File: src/rtl/alu_result_stage_pkg.sv
// ============================================================================
// Module      : alu_pkg
// Description : Shared definitions for the ALU result stage: opcode values of
//               the flag-producing ALU operations, flag bit positions inside
//               the {O,C,S,Z} flag vector, the branch condition-code encoding,
//               and helpers to classify opcodes and evaluate conditions.
// Revision    : 1.0  initial release
// ============================================================================
`default_nettype none

package alu_pkg;

    // Opcodes whose results define new architectural flags.
    localparam logic [4:0] ADD    = 5'b00000;
    localparam logic [4:0] ADDINC = 5'b00001;
    localparam logic [4:0] INC    = 5'b00011;
    localparam logic [4:0] SUBDEC = 5'b00100;
    localparam logic [4:0] SUB    = 5'b00101;
    localparam logic [4:0] DEC    = 5'b00110;

    // Bit positions inside the packed {O,C,S,Z} flag vector.
    localparam int FLAG_O = 3;
    localparam int FLAG_C = 2;
    localparam int FLAG_S = 1;
    localparam int FLAG_Z = 0;

    // Branch condition codes.
    typedef enum logic [3:0] {
        COND_NEVER = 4'd0,
        COND_Z     = 4'd1,
        COND_NZ    = 4'd2,
        COND_S     = 4'd3,
        COND_NS    = 4'd4,
        COND_C     = 4'd5,
        COND_NC    = 4'd6,
        COND_O     = 4'd7,
        COND_NO    = 4'd8,
        COND_LT    = 4'd9,
        COND_GE    = 4'd10,
        COND_LE    = 4'd11,
        COND_GT    = 4'd12,
        COND_RSV13 = 4'd13,
        COND_RSV14 = 4'd14,
        COND_RSV15 = 4'd15
    } cond_e;

    // True when the opcode produces flags that must be latched.
    function automatic logic is_flag_op(input logic [4:0] op);
        logic r;
        case (op)
            ADD, ADDINC, INC, SUBDEC, SUB, DEC: r = 1'b1;
            default:                            r = 1'b0;
        endcase
        return r;
    endfunction

    // Evaluate a condition code against a {O,C,S,Z} flag vector.
    function automatic logic eval_cond(input logic [3:0] flags, input logic [3:0] cond);
        logic o;
        logic c;
        logic s;
        logic z;
        logic lt;
        logic r;
        o  = flags[FLAG_O];
        c  = flags[FLAG_C];
        s  = flags[FLAG_S];
        z  = flags[FLAG_Z];
        // Signed less-than: sign disagrees with overflow.
        lt = s ^ o;
        case (cond_e'(cond))
            COND_Z:  r = z;
            COND_NZ: r = ~z;
            COND_S:  r = s;
            COND_NS: r = ~s;
            COND_C:  r = c;
            COND_NC: r = ~c;
            COND_O:  r = o;
            COND_NO: r = ~o;
            COND_LT: r = lt;
            COND_GE: r = ~lt;
            COND_LE: r = z | lt;
            COND_GT: r = ~z & ~lt;
            default: r = 1'b0;   // never, and reserved codes 13..15
        endcase
        return r;
    endfunction

endpackage

`default_nettype wire

File: src/rtl/alu_result_stage_fifo2.sv
// ============================================================================
// Module      : result_fifo2
// Description : Two-entry skid queue with valid/ready handshakes on both
//               sides. Slot 0 always holds the head entry. Input readiness is
//               derived from the registered occupancy only, so there is no
//               combinational path from out_ready to in_ready.
// Ports       : clk, rst_n      - clock, synchronous active-low reset
//               in_valid/ready  - producer handshake, in_data payload
//               out_valid/ready - consumer handshake, out_data head payload
//                                 (zero when empty)
// Parameters  : WIDTH - payload width in bits
// Revision    : 1.0  initial release
// ============================================================================
`default_nettype none

module result_fifo2 #(
    parameter int WIDTH = 21
) (
    input  logic             clk,
    input  logic             rst_n,
    input  logic             in_valid,
    output logic             in_ready,
    input  logic [WIDTH-1:0] in_data,
    output logic             out_valid,
    input  logic             out_ready,
    output logic [WIDTH-1:0] out_data
);

    logic [1:0]       r_count;
    logic [WIDTH-1:0] r_slot0;
    logic [WIDTH-1:0] r_slot1;
    logic             w_push;
    logic             w_pop;

    assign in_ready  = (r_count < 2'd2) & rst_n;
    assign out_valid = (r_count != 2'd0);
    // Slots keep stale data after a pop, so the head is masked when empty.
    assign out_data  = out_valid ? r_slot0 : '0;

    assign w_push = in_valid & in_ready;
    assign w_pop  = out_valid & out_ready;

    always_ff @(posedge clk) begin
        if (!rst_n) begin
            r_count <= 2'd0;
            r_slot0 <= '0;
            r_slot1 <= '0;
        end else begin
            case ({w_push, w_pop})
                2'b10: begin
                    if (r_count == 2'd0) begin
                        r_slot0 <= in_data;
                    end else begin
                        r_slot1 <= in_data;
                    end
                    r_count <= r_count + 2'd1;
                end
                2'b01: begin
                    r_slot0 <= r_slot1;
                    r_count <= r_count - 2'd1;
                end
                2'b11: begin
                    // Push needs count<2 and pop needs count>=1, so the queue
                    // holds exactly one entry: the newcomer replaces the head.
                    r_slot0 <= in_data;
                end
                default: begin
                    r_count <= r_count;
                end
            endcase
        end
    end

endmodule

`default_nettype wire

File: src/rtl/alu_result_stage.sv
// ============================================================================
// Module      : alu_result_stage
// Description : Registered stage behind the ALU. Queues {result, rd, we} in a
//               two-entry skid queue towards register-file writeback, keeps
//               the architectural {O,C,S,Z} flag register (updated when a
//               flag-producing opcode is accepted) and evaluates branch
//               condition codes against it.
// Ports       : clk, rst_n                 - clock, sync active-low reset
//               in_valid/in_ready          - ALU-side handshake
//               in_op, in_resu, in_o/c/s/z - opcode, result, ALU flags
//               in_rd, in_we               - destination and write enable
//               out_valid/out_ready        - writeback handshake
//               out_data, out_rd, out_we   - head entry (zero when empty)
//               flags                      - architectural flags {O,C,S,Z}
//               cond / cond_true           - condition code and its result
// Parameters  : BITS - datapath width, RD_W - register address width
// Macros      : ALU_FLAG_BYPASS_EN - when defined, cond_true sees the incoming
//               ALU flags in the cycle a flag-producing opcode is accepted.
// Revision    : 1.0  initial release
// ============================================================================
`default_nettype none

module alu_result_stage #(
    parameter int BITS = 16,
    parameter int RD_W = 4
) (
    input  logic            clk,
    input  logic            rst_n,
    input  logic            in_valid,
    output logic            in_ready,
    input  logic [4:0]      in_op,
    input  logic [BITS-1:0] in_resu,
    input  logic            in_o,
    input  logic            in_c,
    input  logic            in_s,
    input  logic            in_z,
    input  logic [RD_W-1:0] in_rd,
    input  logic            in_we,
    output logic            out_valid,
    input  logic            out_ready,
    output logic [BITS-1:0] out_data,
    output logic [RD_W-1:0] out_rd,
    output logic            out_we,
    output logic [3:0]      flags,
    input  logic [3:0]      cond,
    output logic            cond_true
);

    import alu_pkg::*;

    localparam int PAYLOAD_W = BITS + RD_W + 1;

    logic [PAYLOAD_W-1:0] w_in_payload;
    logic [PAYLOAD_W-1:0] w_out_payload;
    logic [3:0]           w_in_flags;
    logic [3:0]           w_cond_flags;
    logic                 w_accept;
    logic                 w_flag_upd;
    logic [3:0]           r_flags;

    // ------------------------------------------------------------------
    // Writeback queue
    // ------------------------------------------------------------------
    assign w_in_payload = {in_resu, in_rd, in_we};

    result_fifo2 #(
        .WIDTH (PAYLOAD_W)
    ) u_fifo (
        .clk       (clk),
        .rst_n     (rst_n),
        .in_valid  (in_valid),
        .in_ready  (in_ready),
        .in_data   (w_in_payload),
        .out_valid (out_valid),
        .out_ready (out_ready),
        .out_data  (w_out_payload)
    );

    assign out_data = w_out_payload[PAYLOAD_W-1 -: BITS];
    assign out_rd   = w_out_payload[RD_W:1];
    assign out_we   = w_out_payload[0];

    // ------------------------------------------------------------------
    // Architectural flags: latched at accept, not at writeback pop
    // ------------------------------------------------------------------
    assign w_in_flags = {in_o, in_c, in_s, in_z};
    assign w_accept   = in_valid & in_ready;
    assign w_flag_upd = w_accept & is_flag_op(in_op);

    always_ff @(posedge clk) begin
        if (!rst_n) begin
            r_flags <= 4'b0000;
        end else if (w_flag_upd) begin
            r_flags <= w_in_flags;
        end
    end

    assign flags = r_flags;

    // ------------------------------------------------------------------
    // Condition evaluation
    // ------------------------------------------------------------------
`ifdef ALU_FLAG_BYPASS_EN
    // Forward the flags being latched this cycle so a branch directly after
    // a compare resolves without waiting for the register update.
    assign w_cond_flags = w_flag_upd ? w_in_flags : r_flags;
`else
    assign w_cond_flags = r_flags;
`endif

    assign cond_true = eval_cond(w_cond_flags, cond);

endmodule

`default_nettype wire
File: config.mk
export PLATFORM = sky130hd
export DESIGN_NAME = alu_result_stage
export DESIGN_NICKNAME = d
export VERILOG_FILES = /design/src/rtl/alu_result_stage_pkg.sv /design/src/rtl/alu_result_stage_fifo2.sv /design/src/rtl/alu_result_stage.sv
export SDC_FILE = /design/constraint.sdc
export NUM_CORES = 1
export LEC_CHECK = 0
export CELL_PAD_IN_SITES_DETAIL_PLACEMENT = 1
export CELL_PAD_IN_SITES_GLOBAL_PLACEMENT = 2
export CORE_ASPECT_RATIO = 1.25
export CORE_UTILIZATION = 28
export DETAILED_ROUTE_END_ITERATION = 6
export GPL_TIMING_DRIVEN = 0
export PLACE_DENSITY_LB_ADDON = 0.1
export SLEW_MARGIN = 0
export SYNTH_ARGS = -nofsm -noshare
export SYNTH_HDL_FRONTEND = slang
export SYNTH_SLANG_ARGS = --single-unit
File: constraint.sdc
create_clock -name clk -period 2 [get_ports clk]
set_input_delay 0.4 -clock clk [delete_from_list [all_inputs] [get_ports clk]]
set_output_delay 0.4 -clock clk [all_outputs]
set_load 0.05 [all_outputs]
==> results.rst <==
Run summary
-----------

.. list-table::
   :header-rows: 1

   * - Metric
     - Value
   * - Total number of clock tree sinks
     - 48
   * - Initial antenna violation count
     - 0
   * - Setup Viol. Count Final
     - 0
   * - Chip area line of the yosys report
     - 0.00238 mm²
   * - Hold violation count in the final report
     - 0
   * - Worst Slack Setup Final
     - 0.0520 ns
   * - Area growth from synthesis to layout
     - 35.6%
   * - Drt via density
     - 4.75
   * - Crit-path leading delay family
     - simple AND/OR/NAND/NOR gates
   * - Number of different library cells in the post-synthesis netlist
     - 29
   * - Area fraction of the dominant cell type after synthesis
     - 40.4%
   * - Area fraction in xor and xnor cells
     - 1.47%
   * - Violated checks
     - DRC
   * - End of the worst register-to-register path
     - u_fifo.r_slot0[3]
   * - Final-stage net count
     - 374
   * - Share of synthesized cell area in and-or and or-and compound cells
     - 20.3%
   * - Top comb family, area
     - simple AND/OR/NAND/NOR gates
   * - Beginning of the critical path
     - u_fifo.r_count[0]
   * - Cell depth of the worst flop-to-flop path
     - 7
   * - H-tree Lvls
     - 2
   * - Worst Path Class, Setup
     - register to output pin
   * - Final weighted congestion in routability-driven placement
     - slightly below 0.7
   * - Slew HR
     - 66.9%
   * - Site row count
     - 37
   * - Critical Path Fanout Max
     - 10
   * - Number of fill cells in the layout
     - 989
   * - Cell area reported after detailed placement
     - roughly 0.0032 mm²
   * - Net count after synthesis
     - 304
   * - Largest incremental delay on the critical path
     - between 0.3 and 0.4 ns
   * - Number of port buffers
     - about 65
   * - Global-route wire length before repair
     - 10300 µm
   * - Gate count after technology mapping
     - 264
   * - Slowest library cell on the worst path
     - dfxtp_1
   * - Gr ovfl total
     - 0
   * - Mapped Avg Cell Area
     - 9.02 µm²
   * - Result of the run
     - finished, violations left
   * - Number of global-route vias before repair
     - 2047
   * - Total of warnings raised by yosys
     - 0
   * - Kind of start point of the critical path
     - register
   * - Worst Setup EP
     - out_data[14]
   * - Area of the mapped netlist
     - 0.00238 mm²
   * - Routed Antenna Nets
     - 0
   * - Area taken by multi-input logic gates
     - 0.00131 mm²
   * - Share of the core filled by cells before placement
     - 28.9%
   * - Clock root buffer master
     - clkbuf_8
   * - Number of remaining DRC errors
     - 6
   * - Fraction of layout instances using a drive strength above 1
     - approximately 17%
   * - Startpoint of the lowest-slack register-to-register path
     - u_fifo.r_count[0]
   * - Simple logic cell fraction of the synthesized area
     - between 20 and 25%
   * - Die Area
     - slightly below 0.009 mm²
   * - Critical path cell sequence
     - or2_4, clkbuf_4, and2_1, buf_4
   * - Total Negative Setup Slacks
     - 0 ns
   * - Post-layout minimum cycle time
     - 1.95 ns
   * - Leakage dissipation
     - 1.45 nW
   * - Most common logic cell in the routed design
     - nand2_1
   * - Yosys cell count
     - 264
   * - Tool Warnings
     - 29
   * - Origin of the worst min-delay path
     - u_fifo.r_slot1[0]
   * - Largest cells by area after synthesis
     - dfxtp_1 (40%), mux2i_1 (11%), nand2_1 (11%), o211a_1 (8.8%), a21boi_1 (6.9%)
   * - Least-Margin Pin Slew
     - 0.495 ns
   * - Hold WC Path Type
     - register to register
   * - Adder and majority gate portion of the synthesized area
     - 1.05%
   * - DPL Wire Length
     - 4600 µm
   * - Hold Path End
     - u_fifo.r_slot1[0]
   * - Number of hold buffers added after CTS
     - 0
   * - Wire length after detailed routing
     - 6260 µm
   * - Share of cell area taken by muxes after synthesis
     - approximately 11%
   * - Fin crit share
     - between 90% and 100%
   * - Setup bufs post-CTS
     - 0
   * - Buffer depth of the longest clock path
     - 2
   * - Pin count of the biggest net entering global routing
     - 15
   * - Fmax
     - about 500 MHz
   * - Kind of end point of the critical path
     - output pin
   * - Number of buffer and inverter instances along the worst setup path
     - 2
   * - Total power of the final layout
     - 3.65 mW
   * - FF-to-FF setup slack
     - 0.27 ns
   * - Number of search-and-repair iterations in the first detailed-routing pass
     - 6
   * - Power density relative to cell area
     - 1130 mW/mm²
   * - Post-synthesis sequential element count
     - about 48
   * - Total instance count after detailed placement
     - 426
   * - Count of routing violations after the opening detailed-route iteration
     - 54
   * - Biggest area consumer among synthesized cells
     - dfxtp_1
   * - Post-route insts no fill
     - 432
   * - Clock transition at the registers of the reported paths
     - around 0.080 ns
   * - Max Cap Violations
     - 0
[state kept, by name, summed over array words and instances, names as in the netlist]
| name | flops |
|---|---|
| u_fifo.r_slot1 | 21 |
| u_fifo.r_slot0 | 21 |
| flags | 4 |
| u_fifo.r_count | 2 |
[worst register-to-register path, delay by kind of cell, from the launching register on]
kind | cells | cell delay (ns)
buf+inv | 2 | 0.35
mux | 1 | 0.21
fa+ha+maj | 1 | 0.28
simple gates | 1 | 0.09
compound gates | 2 | 0.28
flops | 1 | 0.42
[Yosys cell counts]
master,count
a2111oi_4,1
a211oi_1,1
a21boi_1,22
a2bb2oi_1,1
a31oi_1,1
and2_1,23
and3_1,1
buf_2,10
clkbuf_1,6
dfxtp_1,48
dlygate4sd1_1,3
ha_1,2
inv_1,6
mux2i_1,26
nand2_1,67
nand3b_4,1
nor2_1,1
nor2b_1,9
o211a_1,21
o21ai_0,2
o21ai_1,1
o21ai_2,1
o31a_1,1
o32ai_1,2
o41ai_1,1
or2_1,1
or3_1,1
xnor2_1,3
xor2_1,1
[metal layers]
| metal | global-route usage, % | share of wire, % |
|---|---|---|
| met5 | 0 | 0 |
| met4 | 4.72 | 1.2 |
| met3 | 2.92 | 3.4 |
| met2 | 25.4 | 49 |
| met1 | 18.8 | 47 |
[final cells by class]
type / count / share of cell area [%]
Sequential cell: 48 / 29.9
Clock inverter: 1 / 0.930
Clock buffer: 7 / 2.98
Multi-Input combinational cell: 191 / 40.5
Tap cell: 97 / 3.76
Timing Repair Buffer: 65 / 18.0
Buffer: 17 / 3.25
Inverter: 6 / 0.697
[power breakdown]
part	total [mW]	internal (mW)	switching (mW)
Sequential	1.27	1.16	0.108
Combinational	1.60	0.614	0.987
Clock	0.782	0.442	0.341
Total	3.65	2.22	1.44
congestion.png
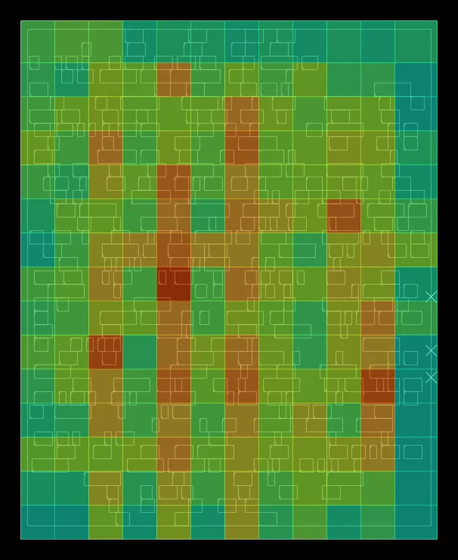
average detailed-routed wire length per instance: 14.5 µm
Final Core Density: 39.2%
fraction of met3 tracks used by global routing: 2.92%

power_grid.png
Drawn at 4 px/µm. Pins as bars on the die edge.
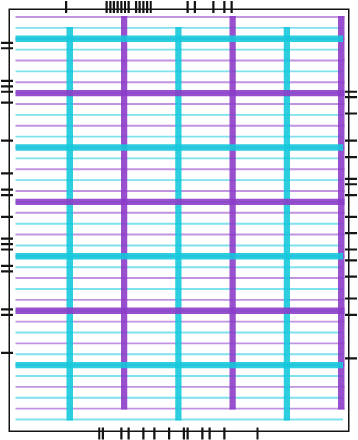
- VSS: cyan
- VDD: purple
- met1 rails: 38
- met5 straps: 7
- rows: 37
- signal pins: 66
- met4 straps: 6
Chip Height: 105 µm
worst-case vdd ir drop: 0.309 mV
core outline area: 0.00824 mm²
x dimension of the die: 84.5 µm

placement_by_type.png
Drawn at 4 px/µm. Fill, decap, tap and diode cells in grey.
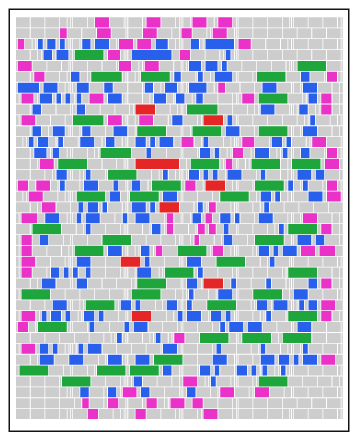
- remaining buffers and delay cells: magenta (cells 82)
- combinational and other logic: blue (cells 197)
- clock drivers and dummy loads: red (cells 8)
- sequential cells: green (cells 48)

clk_routes.png
Drawn at 6 px/µm.
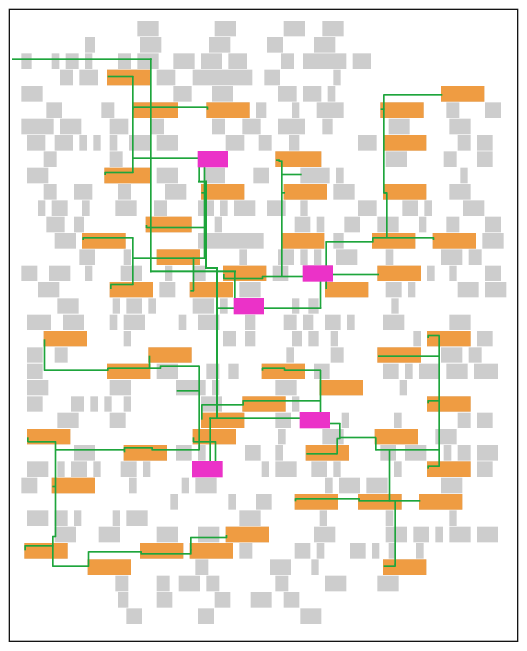
- flip-flops: orange (count 48)
- clock wires: green (length 716 µm)
- clock drivers: magenta (count 5)
- flops lie: spread over the die
setup skew after layout: 0.0114 ns
worst-skew pair later-pin latency: 0.31 ns

flops_by_reg.png
Drawn at 4 px/µm.
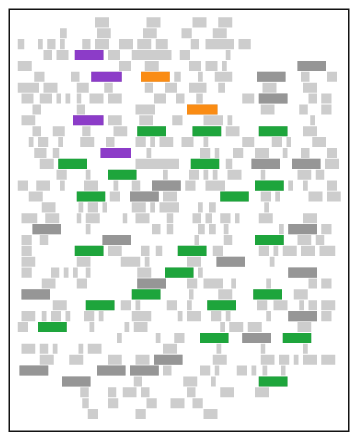
- `u_fifo.r_count`: orange (placed flops 2)
- `u_fifo.r_slot1`: green (placed flops 21)
- `flags`: purple (placed flops 4; where north-west)
- not coloured: 21
flip-flop and latch area: 966 µm²
fraction of area in registers: 29.9%

Power figures rest on the tool's default switching activity, not on a simulated workload.
